run_1/layer_met1.png
Supply wires on this layer in gray.
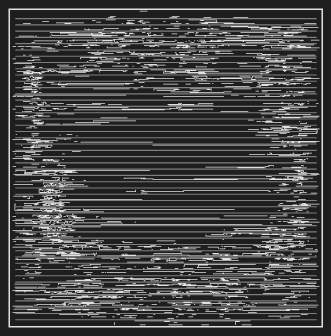
run_1/layer_met2.png
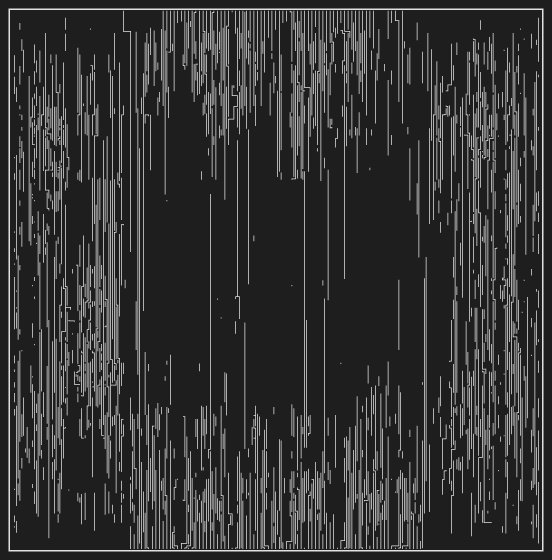
run_1/layer_met3.png
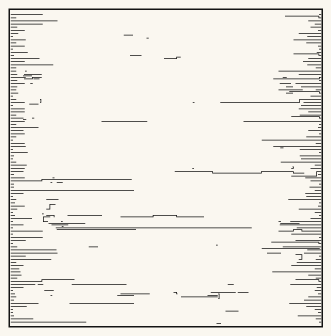
Design minimax_mem_arbiter, sky130hd; sources not shown.
==> run notes, run 1 <==
Figures from the implementation reports.

- The share of synthesized cell area in full adder, half adder and majority cells is 0.
- The report lists the cells along the critical path as buf_2 -> buf_12 -> mux4_2 -> mux2_2 -> clkdlybuf4s50_1.
- The non-clock buffer area fraction after layout is 0.432.
- The portion of total power attributed to combinational logic is 0.556.
- The maximum ir drop on the vdd rail is 0.0000853 V.
- The post-layout utilization of the core reads 0.476.
- The count of library flops with an enable pin is 0.
- The most used flip-flop cell after synthesis is sky130_fd_sc_hd__dfrtp_1.
- The post-CTS setup-driven buffer insertion count reads 0.
- The pre-placement core utilization is 0.254.
- The routability-driven placement congestion ratio reads 0.941.
- Logged for this run, the post-placement worst setup slack is 764 ps.
- The cell area after synthesis is 0.00432 mm².
- The power report attributes to the sequential group a share of 0.233.
- The power report puts the net switching power at 0.343 mW.
- Across the whole layout, storage elements account for 0.00100 mm².
- The most common cell in the netlist reads sky130_fd_sc_hd__mux4_2.
- Entering global routing, the biggest net connects 45 pins.
- The register with the most flip-flops in the layout has 32 of them.
- The run finished with clean final reports.
- The main area contributors are sky130_fd_sc_hd__mux4_2, sky130_fd_sc_hd__dfrtp_1, sky130_fd_sc_hd__mux2_2.
- After detailed routing, the number of remaining DRC violations is 0.
- The clock latency of the later-clocked register in the worst-skew pair is 290 ps.
- The proportion of register bits with asynchronous set or reset after synthesis is 1.00.
- The share of final-layout standard cells stronger than drive strength 1 is 0.280.
- In this run, power in the clock network comes to 0.224 mW.
- The fraction of area in registers is 0.124.
- The wire length per cell is 23.6 µm.
- The share of synthesized cell area in and-or and or-and compound cells is 0.0272.
- The H-tree depth reported by CTS reads 2.
- Summing all multi-input logic gate instances after layout gives 0.00316 mm².
- The post-synthesis net count reads 530.
- In the layout the commonest cells are sky130_fd_sc_hd__clkdlybuf4s50_1, sky130_fd_sc_hd__mux4_2, sky130_fd_sc_hd__mux2_2, sky130_fd_sc_hd__dfrtp_1, sky130_fd_sc_hd__nor2b_1.
- After synthesis, the design contains 317 cells according to Yosys.
- The synthesized-area fraction occupied by xor and xnor cells is 0.
- The clock net in this run drives a total of 40 sinks.
- Synthesis handed over a netlist of 317 instances.
- The number of CTS-inserted buffers reads 5.
- The cell with the largest stage delay on the worst path reads sky130_fd_sc_hd__buf_2.
- According to the finish report, the design has a final net count of 862.
- Of the total synthesized cell area, the portion taken by AND, OR, NAND and NOR gates is 0.110.
- For reference, the most critical setup path is categorized as input port to primary output.
- The power in combinational cells reads 0.590 mW.
- The number of sequential cells in the layout is 40.
- The met1 wire length is 7.48 mm.
- The highest metal layer carrying signal wires in the routed design is met4.
- The dominant kind of cell reads buffers.
- In this run, post-CTS repair resized a total of 0 instances.
- The internal power of the cells totals 0.720 mW.
- The total buffers and inverters traversed by the critical path is 3.
- The category of the worst setup path capture point is a primary output.
- The total of fill cells in the finished design is 1502.
- Setup repair after global routing left no endpoint under its margin.
- The hold violation count in the final report reads 0.
- The number of buffers added on ports is 342.
- The root buffer cell is sky130_fd_sc_hd__clkbuf_16.
- The overall overflow remaining after global route is 0.
- The total of endpoints with negative setup slack in the final report is 0.
- The report lists the power per cell area as 131 mW/mm².
Back to the opening pictures, layer_met1.png:
730 nets have wire on it. The longest straight run is 69.9 µm. The wires run mostly horizontal. The layer holds 36% of the routed length. The layer carries 7480 µm of wire.
final WL: 20.7 mm
total number of vias: 4478
fraction of met1 tracks used by global routing: 0.241

Back to the opening pictures, layer_met2.png:
The layer holds 53% of the routed length. The layer carries 10900 µm of wire. The longest straight run is 100 µm. 806 nets have wire on it.
GR met2 Demand/Resource: 0.409

Back to the opening pictures, layer_met3.png:
The longest straight run is 84.6 µm. The layer carries 1960 µm of wire. The wires run mostly horizontal. 237 nets have wire on it. The layer holds 9.5% of the routed length.
met3 routing resource usage after global routing: 0.0593

run_1/layer_met4.png
Bar = 50 µm. Supply wires on this layer in gray. Cells faint in the background.
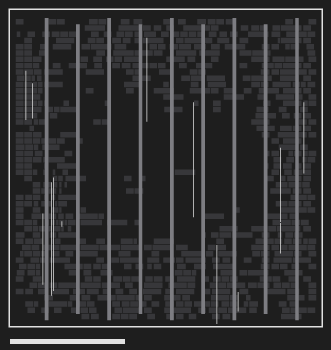

==> inputs of run 2 (changes only) <==
- ABC_CLOCK_PERIOD_IN_PS: 7600 -> 8200
- clock period: 7.6 -> 8.2 ns (I/O delays scaled with it)
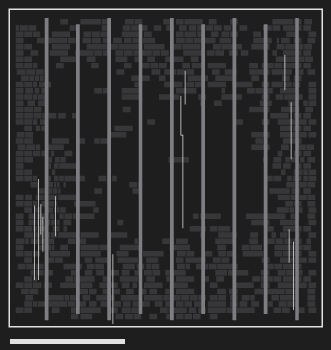
run_2/layer_met4.png
Bar = 50 µm. Supply wires on this layer in gray. Cells faint in the background.
The layer holds 1.5% of the routed length. The longest straight run is 43.5 µm. The wires run mostly vertical. 12 nets have wire on it.
final WL: 20.9 mm
total number of vias: 4565

==> run notes, run 2 <==
Figures from the implementation reports.

- Run status: finished, final reports clean (unchanged).
- The power share of the clock group reads 0.204 (was 0.211).
- The internal power reads 0.658 mW (was 0.720 mW).
- The cell with the largest stage delay on the worst path is sky130_fd_sc_hd__clkdlybuf4s50_1 (was sky130_fd_sc_hd__buf_2).
- The multiplexer area fraction after synthesis reads 0.593 (unchanged).
- The via count of the first global-routing pass is 5066 (was 4946).
- The logic depth of the worst setup path including buffers is 6 (was 5).
- The number of CTS-inserted buffers reads 5 (unchanged).
- The number of sequential cells in the layout reads 40 (unchanged).
- The root buffer cell was sky130_fd_sc_hd__clkbuf_16 (unchanged).
- The post-CTS setup-driven buffer insertion count is 0 (unchanged).
- The portion of total power attributed to combinational logic is 0.561 (was 0.556).
- Cells traversed along the worst timing path: clkdlybuf4s50_1 -> or4_1 -> nand3_1 -> o21ai_0 -> a21boi_0 -> clkdlybuf4s50_1 (was buf_2 -> buf_12 -> mux4_2 -> mux2_2 -> clkdlybuf4s50_1).
- The count of library flops with an enable pin reads 0 (unchanged).
- The maximum clock skew at final layout reads 7.22 ps (was 3.25 ps).
- The synthesized-area fraction occupied by xor and xnor cells reads 0 (unchanged).
- The cell repeated most along the worst path reads sky130_fd_sc_hd__clkdlybuf4s50_1.
- The cell total in the yosys stat output is 317 (unchanged).
- The number of clock sinks is 40 (unchanged).
- The H-tree depth reported by CTS is 2 (unchanged).
- The number of cell rows is 48 (unchanged).
- The met1 wire length is 7.55 mm (was 7.48 mm).
- The number of instances in the synthesized netlist reads 317 (unchanged).
- The final-stage net count is 860 (was 862).
- The proportion of register bits with asynchronous set or reset after synthesis is 1.00 (unchanged).
- The flip-flop cell with the highest count after synthesis is sky130_fd_sc_hd__dfrtp_1 (unchanged).
- The category of the worst setup path capture point is a primary output (unchanged).
- The power in the clock group was 0.200 mW (was 0.224 mW).
- The number of resized instances in the post-cts repair step is 0 (unchanged).
- The worst hold slack reads 510 ps (was 513 ps).
- The overall overflow remaining after global route reads 0 (unchanged).
- The number of flip-flops under the largest register name is 32 (unchanged).
- The multi-input combinational cell area came to 0.00316 mm² (unchanged).
- The non-clock buffer area fraction after layout is 0.431 (was 0.432).
- The routability-driven placement congestion ratio was 0.932 (was 0.941).
- Leading cell types by total area after synthesis: sky130_fd_sc_hd__mux4_2, sky130_fd_sc_hd__dfrtp_1, sky130_fd_sc_hd__mux2_2 (unchanged).
- The net switching power of the design reads 0.323 mW (was 0.343 mW).
- The power per cell area is 121 mW/mm² (was 131 mW/mm²).
- The dominant kind of cell is buffers (unchanged).
- The met2 capacity usage during global routing reads 0.422 (was 0.409).
- The hold violation count in the final report was 0 (unchanged).
- The register area is 0.00100 mm² (unchanged).
- The total of endpoints with negative setup slack in the final report was 0 (unchanged).
- The tightest slew margin relative to the limit was 0.273 (was 0.364).
- The pin count of the biggest net entering global routing reads 45 (unchanged).
- The met3 layer wire length in the routed design came to 1.83 mm (was 1.96 mm).
- The maximum ir drop on the vdd rail was 0.0000773 V (was 0.0000853 V).
- The number of buffers added on ports reads 342 (unchanged).
- The post-synthesis net count reads 530 (unchanged).
- The residual DRC count is 0 (unchanged).
- The sequential cell fraction of total power reads 0.235 (was 0.233).
- The vertical die size is 137 µm (unchanged).
- The pre-placement core utilization is 0.254 (unchanged).
- The share of synthesized cell area in and, or, nand and nor gates reads 0.110 (unchanged).
- The number of instances in the placed design was 865 (was 867).
- The category of the most critical setup path is input port to primary output (unchanged).
- RSZ-0062 raised after global routing: no (unchanged).
- The count of inverters not on the clock network in the layout is 6 (unchanged).
- The most congested layer reported by global routing is met2 (unchanged).
- The total buffers and inverters traversed by the critical path is 2 (was 3).
- The post-layout utilization of the core is 0.475 (was 0.476).
- The clock latency of the later-clocked register in the worst-skew pair is 290 ps (about the same).
- The most common cell in the netlist is sky130_fd_sc_hd__mux4_2 (unchanged).
- The post-synthesis sequential area ratio reads 0.231 (unchanged).
- The area of the placeable core came to 0.0171 mm² (unchanged).
- The uppermost signal routing layer after detailed routing reads met4 (unchanged).
- The cell area after layout is 0.00810 mm² (was 0.00812 mm²).
- The nature of the critical path startpoint is an input port (unchanged).
- The minimum clock period after layout reads 7210 ps.
- The share of synthesized cell area in full adder, half adder and majority cells reads 0 (unchanged).
- The accumulated negative setup slack is 0 ps (unchanged).
- The initial antenna violation count reads 0 (unchanged).
- The total of fill cells in the finished design is 1511 (was 1502).
- The cell area after synthesis is 0.00432 mm² (unchanged).
- The area share of the leading cell type in the synthesized netlist was 0.333 (unchanged).
- The fraction of area in registers reads 0.124 (about the same).
- The global-route met3 utilization came to 0.0578 (was 0.0593).
- The share of final-layout standard cells stronger than drive strength 1 reads 0.279 (was 0.280).
- The share of synthesized cell area in and-or and or-and compound cells is 0.0272 (unchanged).
- The slew at the pin closest to its max-slew limit is 1090 ps (was 954 ps).
- The number of DRC markers after the initial detailed-route iteration is 144 (was 209).
- The power group with the highest consumption is combinational cells (unchanged).
- The fraction of area in multi-input gates reads 0.390 (was 0.389).
- In the finished design, the share of the clock period the worst path needs comes to 0.879.
- The global routing met1 resource utilization is 0.233 (was 0.241).
- The placed cell area is 0.00795 mm² (was 0.00797 mm²).
- The power in combinational cells reads 0.550 mW (was 0.590 mW).
- The worst setup slack before clock tree synthesis is 1020 ps (was 764 ps).
- Most frequent cells in the layout: sky130_fd_sc_hd__clkdlybuf4s50_1, sky130_fd_sc_hd__mux4_2, sky130_fd_sc_hd__mux2_2, sky130_fd_sc_hd__dfrtp_1, sky130_fd_sc_hd__nor2b_1 (unchanged).
- The wire length per cell reads 23.9 µm (was 23.6 µm).
Power figures rest on the tool's default switching activity, not on a simulated workload.
